Fig. 1: met1 routing
Bar = 20 um. Cells faint in the background.
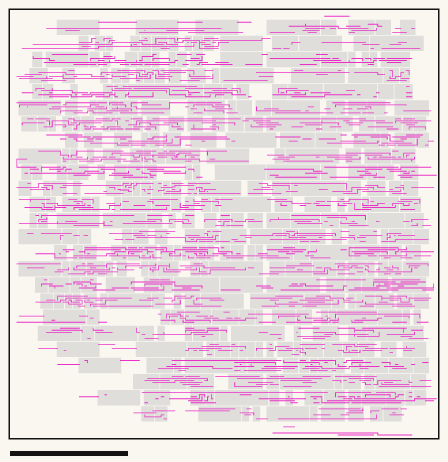
Fig. 2: met2 routing
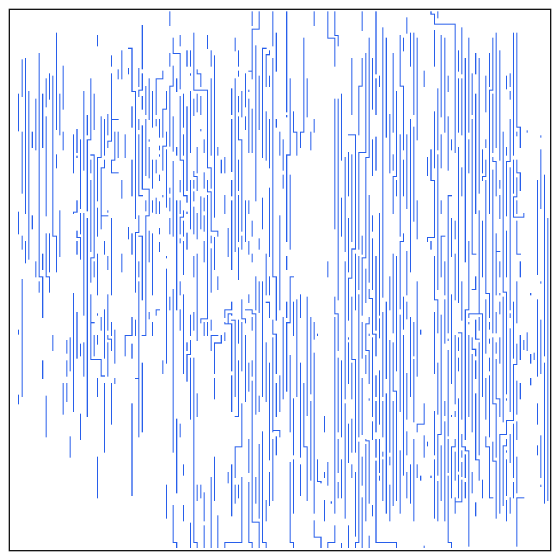
Fig. 3: signal wires on met3
Bar = 20 um.
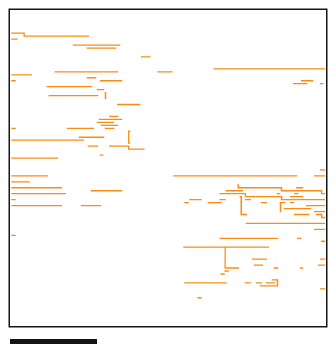
Fig. 4: M4 wires
Bar = 20 um.
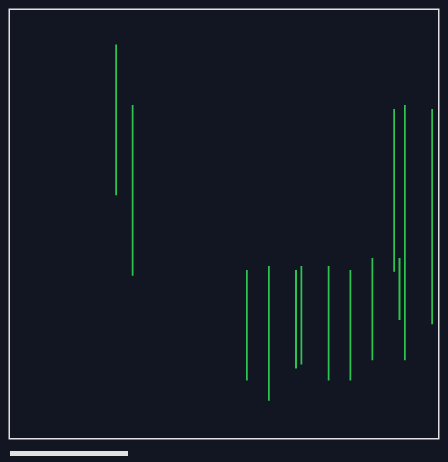
Fig. 5: clock nets
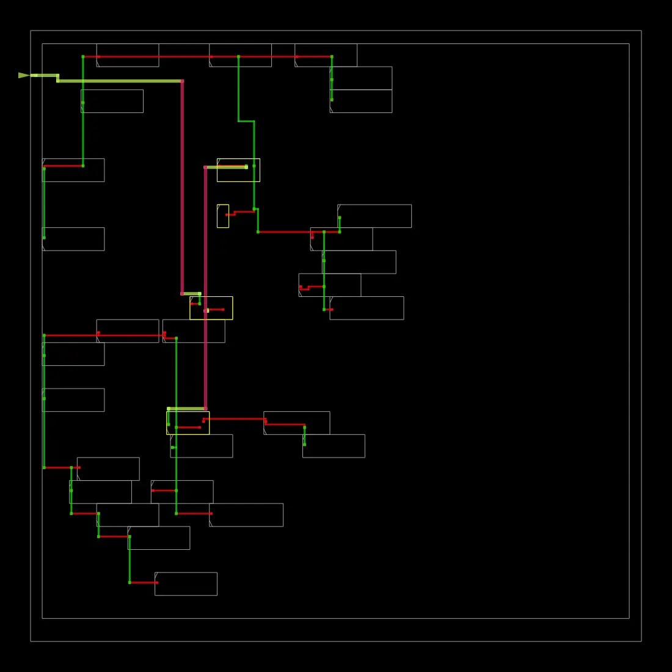
**config.mk**
```make
export PLATFORM = sky130hd
export DESIGN_NAME = tile_scheduler
export DESIGN_NICKNAME = d
export VERILOG_FILES = /design/src/rtl/tile_scheduler.sv
export SDC_FILE = /design/constraint.sdc
export NUM_CORES = 1
export LEC_CHECK = 0
export CORE_MARGIN = 1
export CORE_UTILIZATION = 59
export DETAILED_ROUTE_END_ITERATION = 6
export DONT_BUFFER_PORTS = 1
export MAX_ROUTING_LAYER = met4
export PLACE_DENSITY = 0.87
export SLEW_MARGIN = 20
export SYNTH_ARGS = -nofsm -noshare
export SYNTH_HDL_FRONTEND = slang
export SYNTH_SLANG_ARGS = --single-unit
```
**constraint.sdc**
```tcl
create_clock -name clk -period 3.2 [get_ports clk]
set_input_delay 0.32 -clock clk [delete_from_list [all_inputs] [get_ports clk]]
set_output_delay 0.32 -clock clk [all_outputs]
set_load 0.02 [all_outputs]
```
**src/rtl/tile_scheduler.sv**
```systemverilog
// Frame-level tile sequencer for the 80x80 window loader: arms the loader per tile,
// maps tile-local word row/col to frame addresses and counts windows. Optional SCHED_WDOG_EN adds a stall watchdog.
module tile_scheduler #(
    parameter int TILES_X      = 8,
    parameter int TILES_Y      = 8,
    parameter int ADDR_W       = 16,
    parameter int WIN_PER_TILE = 4225,
    localparam int TX_W = (TILES_X > 1) ? $clog2(TILES_X) : 1,
    localparam int TY_W = (TILES_Y > 1) ? $clog2(TILES_Y) : 1
) (
    input  logic              clk,
    input  logic              rst,
    input  logic              start,
    input  logic              abort,
    output logic              busy,
    output logic              frame_done,
    output logic [TX_W-1:0]   tile_x,
    output logic [TY_W-1:0]   tile_y,
    output logic              wh_en,
    input  logic              wh_ack,
    input  logic [6:0]        wh_row,
    input  logic [6:0]        wh_col,
    input  logic              wh_window_ready,
    input  logic              wh_done,
    output logic [ADDR_W-1:0] mem_addr,
    output logic              mem_rd,
    output logic [12:0]       win_count,
    output logic              err
`ifdef SCHED_WDOG_EN
    ,
    output logic              wdog_trip
`endif
);

    typedef enum logic [2:0] {IDLE, ARM, FILL, SCAN, NEXT, FIN} state_t;

    localparam logic [TX_W-1:0]   TX_LAST    = TX_W'(TILES_X - 1);
    localparam logic [TY_W-1:0]   TY_LAST    = TY_W'(TILES_Y - 1);
    localparam logic [12:0]       WIN_TARGET = 13'(WIN_PER_TILE);
    localparam logic [ADDR_W-1:0] ROW_STRIDE = ADDR_W'(TILES_X * 20);

    state_t            state_q, state_d;
    logic [TX_W-1:0]   tile_x_q, tile_x_d;
    logic [TY_W-1:0]   tile_y_q, tile_y_d;
    logic [12:0]       win_count_q, win_count_d;
    logic              err_q, err_d;
    logic              busy_q, wh_en_q, mem_rd_q, frame_done_q;
    logic [12:0]       win_inc;
    logic [ADDR_W-1:0] frame_row, addr_calc;

`ifdef SCHED_WDOG_EN
    logic [15:0] wdog_q, wdog_d;
    logic        wdog_trip_q, wdog_trip_d;
    logic        wdog_fire;
`endif

    assign win_inc = (win_count_q == 13'h1FFF) ? win_count_q : win_count_q + 13'd1;

    always_comb begin
        state_d     = state_q;
        tile_x_d    = tile_x_q;
        tile_y_d    = tile_y_q;
        win_count_d = win_count_q;
        err_d       = err_q;
        if (abort) begin
            state_d = IDLE;
        end else begin
            case (state_q)
                IDLE: begin
                    if (start) begin
                        tile_x_d    = '0;
                        tile_y_d    = '0;
                        win_count_d = '0;
                        err_d       = 1'b0;
                        state_d     = ARM;
                    end
                end
                ARM: begin
                    if (wh_ack) state_d = FILL;
                end
                FILL: begin
                    // A done before any window means the loader gave up on this tile.
                    if (wh_done) begin
                        err_d   = 1'b1;
                        state_d = NEXT;
                    end else if (wh_window_ready) begin
                        win_count_d = 13'd1;
                        state_d     = SCAN;
                    end
                end
                SCAN: begin
                    if (wh_window_ready) win_count_d = win_inc;
                    if (wh_done) begin
                        if (win_count_d != WIN_TARGET) err_d = 1'b1;
                        state_d = NEXT;
                    end
                end
                NEXT: begin
                    if (tile_x_q == TX_LAST) begin
                        tile_x_d = '0;
                        if (tile_y_q == TY_LAST) begin
                            state_d = FIN;
                        end else begin
                            tile_y_d    = tile_y_q + 1'b1;
                            win_count_d = '0;
                            state_d     = ARM;
                        end
                    end else begin
                        tile_x_d    = tile_x_q + 1'b1;
                        win_count_d = '0;
                        state_d     = ARM;
                    end
                end
                FIN:     state_d = IDLE;
                default: state_d = IDLE;
            endcase
        end
`ifdef SCHED_WDOG_EN
        if (wdog_fire) begin
            err_d   = 1'b1;
            state_d = IDLE;
        end
`endif
    end

`ifdef SCHED_WDOG_EN
    assign wdog_fire = (state_q != IDLE) && (wdog_q == 16'hFFFF);

    // Any progress (state change or a window) proves the loader is alive.
    always_comb begin
        wdog_d      = wdog_q + 16'd1;
        wdog_trip_d = wdog_trip_q;
        if ((state_d != state_q) || wh_window_ready || (state_q == IDLE)) wdog_d = '0;
        if ((state_q == IDLE) && start && !abort) wdog_trip_d = 1'b0;
        if (wdog_fire) wdog_trip_d = 1'b1;
    end
`endif

    always_ff @(posedge clk) begin
        if (rst) begin
            state_q      <= IDLE;
            tile_x_q     <= '0;
            tile_y_q     <= '0;
            win_count_q  <= '0;
            err_q        <= 1'b0;
            busy_q       <= 1'b0;
            wh_en_q      <= 1'b0;
            mem_rd_q     <= 1'b0;
            frame_done_q <= 1'b0;
`ifdef SCHED_WDOG_EN
            wdog_q       <= '0;
            wdog_trip_q  <= 1'b0;
`endif
        end else begin
            state_q      <= state_d;
            tile_x_q     <= tile_x_d;
            tile_y_q     <= tile_y_d;
            win_count_q  <= win_count_d;
            err_q        <= err_d;
            busy_q       <= (state_d != IDLE);
            wh_en_q      <= (state_d == ARM);
            mem_rd_q     <= (state_d == ARM) || (state_d == FILL);
            frame_done_q <= (state_d == FIN);
`ifdef SCHED_WDOG_EN
            wdog_q       <= wdog_d;
            wdog_trip_q  <= wdog_trip_d;
`endif
        end
    end

    // Word address: frame row of the current tile times words per frame row, plus column offset.
    always_comb begin
        frame_row = ADDR_W'(tile_y_q) * ADDR_W'(80) + ADDR_W'(wh_row);
        addr_calc = frame_row * ROW_STRIDE + ADDR_W'(tile_x_q) * ADDR_W'(20) + ADDR_W'(wh_col);
        mem_addr  = busy_q ? addr_calc : '0;
    end

    assign busy       = busy_q;
    assign frame_done = frame_done_q;
    assign tile_x     = tile_x_q;
    assign tile_y     = tile_y_q;
    assign wh_en      = wh_en_q;
    assign mem_rd     = mem_rd_q;
    assign win_count  = win_count_q;
    assign err        = err_q;
`ifdef SCHED_WDOG_EN
    assign wdog_trip  = wdog_trip_q;
`endif

endmodule

```
==> results_dict.tcl <==
# metrics dict for downstream scripts
set metrics [dict create \
    synth-edff-count 0 \
    slew_violations 0 \
    core_area_mm2 0.00472 \
    synthAdderAreaFrac_pct 20.2 \
    cp_data_required_time_ns 2.88 \
    sh_seq_area_pct 14.8 \
    fp.dieW_um 72.3 \
    wl_met1_mm 3.53 \
    wl_met3_um 471 \
    cp_data_arrival_time_ns 3.41 \
    crit_cells 13 \
    dr.pass1.iters 4 \
    seqPwrFrac_pct 38.8 \
    fin_nets 472 \
    area_share_clock_buf_inv_pct 1.20 \
    reg2regPathDepth 7 \
    path_clk_slew_ns 0.09 \
    ir_worst_vdd_mv 0.274 \
    htree_levels 1 \
    busiest_layer "met2" \
    grt_pass1_wl_mm 12.6 \
    row_count 25 \
    yosysCellCount 375 \
    path_class "register to primary output" \
    status "complete, but fails checks" \
    path_buffers 1 \
    ant_nets 0 \
    largest_reg_flops 13 \
    powerComb_mw 0.352 \
    synthTopCellsByCount "41 x nor2_1, 39 x ha_1, 27 x dfxtp_1" \
    setup_violations 9 \
    inverters 24 \
    sw_frac_of_total_pct 33.2 \
    ys_sh_mux_pct 1.37 \
    drt_iter0_drc 201 \
    drv_cap 0 \
    fp_util_pct 61.7 \
    ys_warn_count 0 \
    finalCritPeriodShare_pct 117 \
    slowest_stage "or3_4" \
    drive_above_1_share_pct 27.1 \
    maxSlewHeadroom_pct 60.2 \
    path_delay_family "adder cells" \
    ys_sh_xor_pct 3.91 \
    port-buffer-count 0 \
    ys_ff 27 \
    top_power_group "combinational cells" \
    top_layer_used "met4" \
    p_sw_mw 0.294 \
    fin_area_mm2 0.00376 \
    synth_area_mm2 0.00291 \
    sh_comb_area_pct 70.3 \
    timing.fmax_mhz 268 \
    finalHoldViolCount 0 \
    crit_top_cell "ha_4" \
    rsz0062_at_grt "yes" \
    crit-reg2reg-capture "err" \
    crit_chain "ha_4, ha_4, a21oi_4, xnor2_2, ha_1, ha_4, o21a_1, o31a_1, a21oi_2, nand2_2, buf_6, or3_4, a21oi_4" \
    grt.overflow.total 0 \
    violations "setup timing" \
    tightest_slew_ns 0.592 \
    ys_seq_share_pct 18.5 \
    cellPowerDensity_mw_per_mm2 236 \
    antenna_found_initial 0 \
    mostFrequentLayoutCell "nor2_1" \
    critPathCaptureType "primary output" \
    final_cells 473 \
    vias 3072 \
    met1_usage_pct 35.4 \
    timing.final.ws_setup_ns -0.530 \
    syn_nets 440 \
    yosysTopAreaCellShare_pct 18.5 \
    cts_tree "built" \
    synthFlopType "dfxtp_1" \
    preCtsSetupSlack_ns -0.212 \
    cts_setup_buffers 9 \
    grt_pass1_vias 2748 \
    whs_ns 0.0960 \
    holdBufCountCts 0 \
]
-- Fig. 1 (at the start) --
The longest straight run is 31.3 um. The wires run mostly horizontal. 451 nets have wire on it. The layer carries 3530 um of wire. The layer holds 40% of the routed length.

-- Fig. 2 (at the start) --
The wires run mostly vertical. The longest straight run is 37.7 um. 414 nets have wire on it.

-- Fig. 3 (at the start) --
The longest straight run is 28.1 um. The layer holds 5.3% of the routed length. The layer carries 471 um of wire. The wires run mostly horizontal.

-- Fig. 4 (at the start) --
The wires run mostly vertical. The longest straight run is 42.8 um. 13 nets have wire on it.

-- Fig. 5 (at the start) --
Setup Skew: 0.00576 ns
Sink Count: 27
total CTS buffers: 3
Power Clock: 0.191 mW
CLK BUF: 4

No activity file was given, so power comes from the tool's default toggle rates.
